Figure 1. Placement by cell class.
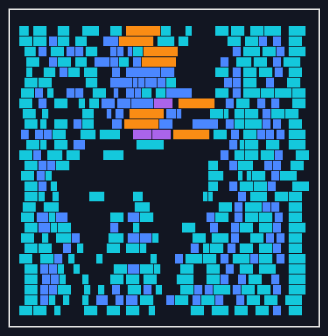
Figure 2. Wire density map.
16 x 17 tiles, from dark blue (low) to red (high), scaled to the fullest tile. Values are wire area over tile area, all layers added.
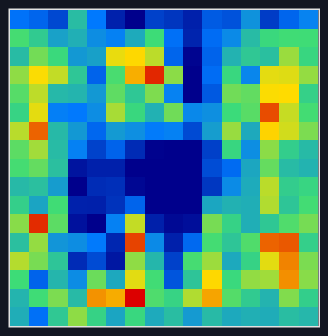
Figure 3. Register map, names as in the netlist.
Other sequential cells in the stronger gray, the rest of the logic in the fainter gray.
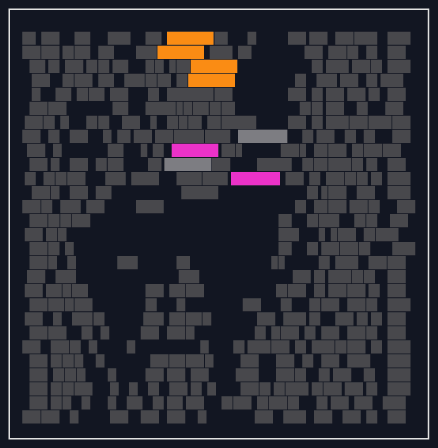
Figure 4. Routed clock nets over the placement.
Scale bar: 20 um.
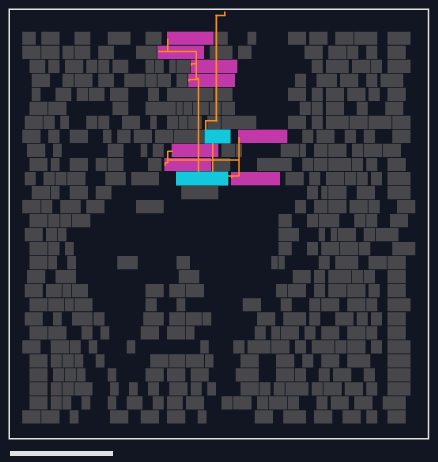
<file path="src/rtl/mem_port_arbiter.sv">
`default_nettype none
// +--------------------------------------------------------------------------+
// | Module  : mem_port_arbiter                                               |
// | Brief   : shares one synchronous memory port between fetch and data,     |
// |           routes read responses back to their issuer, drives stalls.     |
// | Revision: 1.0                                                            |
// +--------------------------------------------------------------------------+
module mem_port_arbiter #(
  parameter int ADDR_W     = 10,
  parameter int DATA_W     = 32,
  parameter int MEM_LAT    = 2,
  parameter int STARVE_MAX = 3
) (
  input  logic              clk1,
  input  logic              rst_n,
  input  logic              if_req,
  input  logic [ADDR_W-1:0] if_addr,
  output logic              if_gnt,
  output logic              if_rvalid,
  output logic [DATA_W-1:0] if_rdata,
  input  logic              flush_if,
  input  logic              dm_req,
  input  logic              dm_we,
  input  logic [ADDR_W-1:0] dm_addr,
  input  logic [DATA_W-1:0] dm_wdata,
  output logic              dm_gnt,
  output logic              dm_rvalid,
  output logic [DATA_W-1:0] dm_rdata,
  output logic              mem_en,
  output logic              mem_we,
  output logic [ADDR_W-1:0] mem_addr,
  output logic [DATA_W-1:0] mem_wdata,
  input  logic [DATA_W-1:0] mem_rdata,
  output logic              stall_if,
  output logic              stall_mem
);

  localparam logic               c_owner_if    = 1'b0;
  localparam logic [3:0]         c_starve_max  = 4'(STARVE_MAX);
  // The youngest MEM_LAT-1 stages hold reads whose data is still outstanding.
  localparam logic [MEM_LAT-1:0] c_pend_mask   = {MEM_LAT{1'b1}} >> 1;

  logic               w_eff_if;
  logic               w_dm_req;
  logic               w_starved;
  logic               w_if_gnt;
  logic               w_dm_gnt;
  logic               w_mem_en;
  logic               w_mem_we;
  logic               w_last_valid;
  logic               w_last_owner;
  logic               w_if_rvalid;
  logic               w_dm_rvalid;
  logic               w_dm_pending;
  logic [3:0]         r_starve_cnt;
  logic [MEM_LAT-1:0] r_tag_valid;
  logic [MEM_LAT-1:0] r_tag_owner;
  logic [MEM_LAT-1:0] w_valid_nxt;
  logic [MEM_LAT-1:0] w_owner_nxt;

  // Requests are qualified with rst_n so every output is 0 while in reset.
  assign w_eff_if  = rst_n & if_req & ~flush_if;
  assign w_dm_req  = rst_n & dm_req;
  assign w_starved = (r_starve_cnt == c_starve_max);
  assign w_if_gnt  = w_eff_if & (~w_dm_req | w_starved);
  assign w_dm_gnt  = w_dm_req & ~w_if_gnt;
  assign w_mem_en  = w_if_gnt | w_dm_gnt;
  assign w_mem_we  = w_dm_gnt & dm_we;

  assign if_gnt    = w_if_gnt;
  assign dm_gnt    = w_dm_gnt;
  assign mem_en    = w_mem_en;
  assign mem_we    = w_mem_we;
  assign mem_addr  = w_if_gnt ? if_addr : (w_dm_gnt ? dm_addr : '0);
  assign mem_wdata = w_dm_gnt ? dm_wdata : '0;

  always_ff @(posedge clk1 or negedge rst_n) begin
    if (!rst_n) begin
      r_starve_cnt <= '0;
    end else if (w_if_gnt) begin
      r_starve_cnt <= '0;
    end else if (w_eff_if && !w_starved) begin
      r_starve_cnt <= r_starve_cnt + 4'd1;
    end
  end

  // Tag stage 0 captures the access issued this cycle; older tags shift up,
  // losing their valid bit if they belong to fetch and a flush is active.
  assign w_valid_nxt[0] = w_mem_en & ~w_mem_we;
  assign w_owner_nxt[0] = w_dm_gnt;

  for (genvar gi = 1; gi < MEM_LAT; gi++) begin : g_tag_shift
    assign w_valid_nxt[gi] = r_tag_valid[gi-1] &
                             ~(flush_if & (r_tag_owner[gi-1] == c_owner_if));
    assign w_owner_nxt[gi] = r_tag_owner[gi-1];
  end

  always_ff @(posedge clk1 or negedge rst_n) begin
    if (!rst_n) begin
      r_tag_valid <= '0;
      r_tag_owner <= '0;
    end else begin
      r_tag_valid <= w_valid_nxt;
      r_tag_owner <= w_owner_nxt;
    end
  end

  assign w_last_valid = r_tag_valid[MEM_LAT-1];
  assign w_last_owner = r_tag_owner[MEM_LAT-1];

  // A flush also kills the fetch response arriving in the same cycle.
  assign w_if_rvalid = w_last_valid & (w_last_owner == c_owner_if) & ~flush_if;
  assign w_dm_rvalid = w_last_valid & (w_last_owner != c_owner_if);

  assign if_rvalid = w_if_rvalid;
  assign dm_rvalid = w_dm_rvalid;
  assign if_rdata  = w_if_rvalid ? mem_rdata : '0;
  assign dm_rdata  = w_dm_rvalid ? mem_rdata : '0;

  assign w_dm_pending = (w_dm_gnt & ~dm_we) |
                        (|(r_tag_valid & r_tag_owner & c_pend_mask));

  assign stall_if  = w_eff_if & ~w_if_gnt;
  assign stall_mem = (w_dm_req & ~w_dm_gnt) | w_dm_pending;

endmodule
`default_nettype wire
</file>
<file path="config.mk">
export PLATFORM = sky130hd
export DESIGN_NAME = mem_port_arbiter
export DESIGN_NICKNAME = d
export VERILOG_FILES = /design/src/rtl/mem_port_arbiter.sv
export SDC_FILE = /design/constraint.sdc
export NUM_CORES = 1
export LEC_CHECK = 0
export CORE_AREA = 2 2 79 81
export DETAILED_ROUTE_END_ITERATION = 10
export DIE_AREA = 0 0 81 83
export GPL_TIMING_DRIVEN = 0
export PLACE_DENSITY = 0.75
export SYNTH_ARGS = -nofsm -noshare
export SYNTH_HDL_FRONTEND = slang
export SYNTH_SLANG_ARGS = --single-unit
export TNS_END_PERCENT = 20
</file>
<file path="constraint.sdc">
create_clock -name clk1 -period 2.3 [get_ports clk1]
set_input_delay 0.46 -clock clk1 [delete_from_list [all_inputs] [get_ports clk1]]
set_output_delay 0.46 -clock clk1 [all_outputs]
set_load 0.005 [all_outputs]
</file>
==> qor_table.md <==
| Parameter | Reported |
|---|---|
| Result of the run | complete, but fails checks |
| Violated checks | negative setup slack |
| Post-route insts no fill | 460 |
| Total buffers and inverters traversed by the critical path | 4 |
| Total length of routed met2 wires | 3.512 mm |
| Final-layout non-clock buffer area share | 63.05% |
| Num ports | 204 |
| Global-route wire length before repair | 9.439 mm |
| Slowest stage delay, CP | 0.40 ns |
| Most area-hungry cell class in the final design | non-clock buffers |
| Vertical extent of the die | 83 um |
| Tally of unique sky130hd cells used after synthesis | 28 |
| Number of gates resized after cts | 108 |
| Number of vias per cell after detailed routing | 4.317 |
| Total standard cell area after synthesis | 1187 sq um |
| Most frequently placed logic cell in the final layout | clkdlybuf4s50_1 |
| Slew at the pin closest to its max-slew limit | 0.3362 ns |
| Multiplexer share of the synthesized area | 0.9484% |
| DR WL met3 | 851 um |
| Remaining antenna violation count after routing | 0 |
| Number of DRC markers after the initial detailed-route iteration | 29 |
| Number of nets at the end of the flow | 478 |
| Switching Power | 0.1955 mW |
| Nets at Floorplan | 250 |
| Depth of the most critical reg-to-reg path | 5 |
| DRC Markers | 0 |
| Area leader share | 35.83% |
| Met2 capacity usage during global routing | 35.76% |
| Xor/xnor share of the synthesized area | 0% |
| Total clock buffers created by CTS | 3 |
| Fraction of final layout cells sized beyond drive strength 1 | 20.26% |
| Yosys cell count | 159 |
| Cell total after placement | 437 |
| Core region area | 5816 sq um |
| Layer with the highest usage | met2 |
| Top cells by count | 68 x and2_1, 32 x and3_1, 10 x a22o_1 |
| Setup-violating endpoint count in the final report | 5 |
| Crit Reg-Reg Endpoint | r_starve_cnt[0]$_DFFE_PN0P_ |
| Shortest period the worst path allows | 2.347 ns |
| Count of clock buffers in the final design | 3 |
| Proportion of power drawn by combinational gates | 56.1% |
| Pwr per Cell Area | 212.6 nW/um^2 |
| Critical path arrival | 1.89 ns |
| Total count of max-transition violations in the final report | 0 |
| Setup repair after global routing missed its margin | true |
| Fp_density | 20.42% |
| Max reg flops | 4 |
| Highest routed metal layer | met4 |
| Reg-to-reg critical path startpoint | r_starve_cnt[1]$_DFFE_PN0P_ |
| Hold bufs inserted after CTS | 0 |
| Adder and majority gate portion of the synthesized area | 1.054% |
| Compound-gate portion of the synthesized area | 13.91% |
| Combinational share of cell area | 27.21% |
| Signed area change from the synthesized netlist to the final layout | 195.5% |
| Drt pass-1 iters | 4 |
| Most instantiated library cell after synthesis | and2_1 |
| P_leak | 2.160 nW |
| Hold slack final | 0.1057 ns |
| Max Buffers Root-to-Sink | 2 |
| Nonclk inv count | 1 |
| Post-Place Cell Area | 3313 sq um |
| Most numerous logic cells after layout | 125 x clkdlybuf4s50_1, 68 x and2_1, 32 x and3_1, 29 x dlymetal6s2s_1, 23 x clkbuf_2 |
| Share of flip-flops with an asynchronous set or reset after synthesis | 100.0% |
| Clk root buf | clkbuf_8 |
| Crit Path Class | register to primary output |
| Area contributors post-synth | and2_1 36%, and3_1 17%, dfrtp_1 17% |
| Achievable frequency | 0.4262 GHz |
| PnR worst setup slack | -0.04655 ns |
| Num rows | 28 |
| M1 GR Usage | 15.86% |
| Biggest area consumer among synthesized cells | and2_1 |
| Met3 capacity usage during global routing | 5.978% |
| Crit path cell chain | ha_4 > or3b_4 > a21oi_4 > buf_6 > buf_6 > buf_6 > a22o_1 > buf_2 |
| Total Power Consumption | 0.7460 mW |
| Multi-input gates | 136 |
-- Figure 1 (at the start) --
color	class	cells
purple	cells driving clock nets	3
orange	flops	8
blue	all other logic	137
cyan	other buffers and delay cells	237
Layout Utilization: 60.33%
flop share of the area: 5.777%

-- Figure 2 (at the start) --
fullest tile	0.41
emptiest ninth of the die	middle
mean over tiles	0.16
tiles over half the peak	34%
densest ninth of the die	bottom right
final wirelength: 6.535 mm
All-Layer GR Usage: 17.43%
via count: 1986

-- Figure 3 (at the start) --
color	signal	placed flops
magenta	r_tag_valid	2
orange	r_starve_cnt	4
not colored	2
sequential cell area: 202.7 sq um
Seq group: 0.165 mW

-- Figure 4 (at the start) --
[magenta] flip-flops | count: 8
[cyan] cells driving clock nets | count: 3
[orange] clock wires | length: 111 um
flops lie	top middle
routed clock nets	4
share of power burned in the clock network: 21.8%
worst-case clock skew: 0.0008677 ns
Clk Latency, worst-skew pair: 0.22 ns
power drawn by the clock network: 0.162 mW

power by group through the flow:
stage | Clock, mW | Combinational, mW | Sequential [mW]
6_report | 0.162 | 0.419 | 0.165
2_1_floorplan | 0 | 0.104 | 0.164
3_3_place_gp | 0 | 0.386 | 0.167
5_1_grt | 0.177 | 0.454 | 0.166
3_5_place_dp | 0 | 0.391 | 0.167
4_1_cts | 0.166 | 0.406 | 0.162
how the worst max path moves through the flow:
| stage | to | slack [ns] | cells after the start |
|---|---|---|---|
| 2_1_floorplan | mem_addr[0] | 0.44 | 5 |
| 3_3_place_gp | mem_wdata[31] | -0.86 | 6 |
| 3_5_place_dp | mem_addr[5] | -0.88 | 6 |
| 4_1_cts | mem_wdata[29] | -0.14 | 7 |
| 5_1_grt | mem_addr[1] | -0.13 | 8 |
| 6_report | mem_addr[2] | -0.05 | 8 |
No activity file was given, so power comes from the tool's default toggle rates.
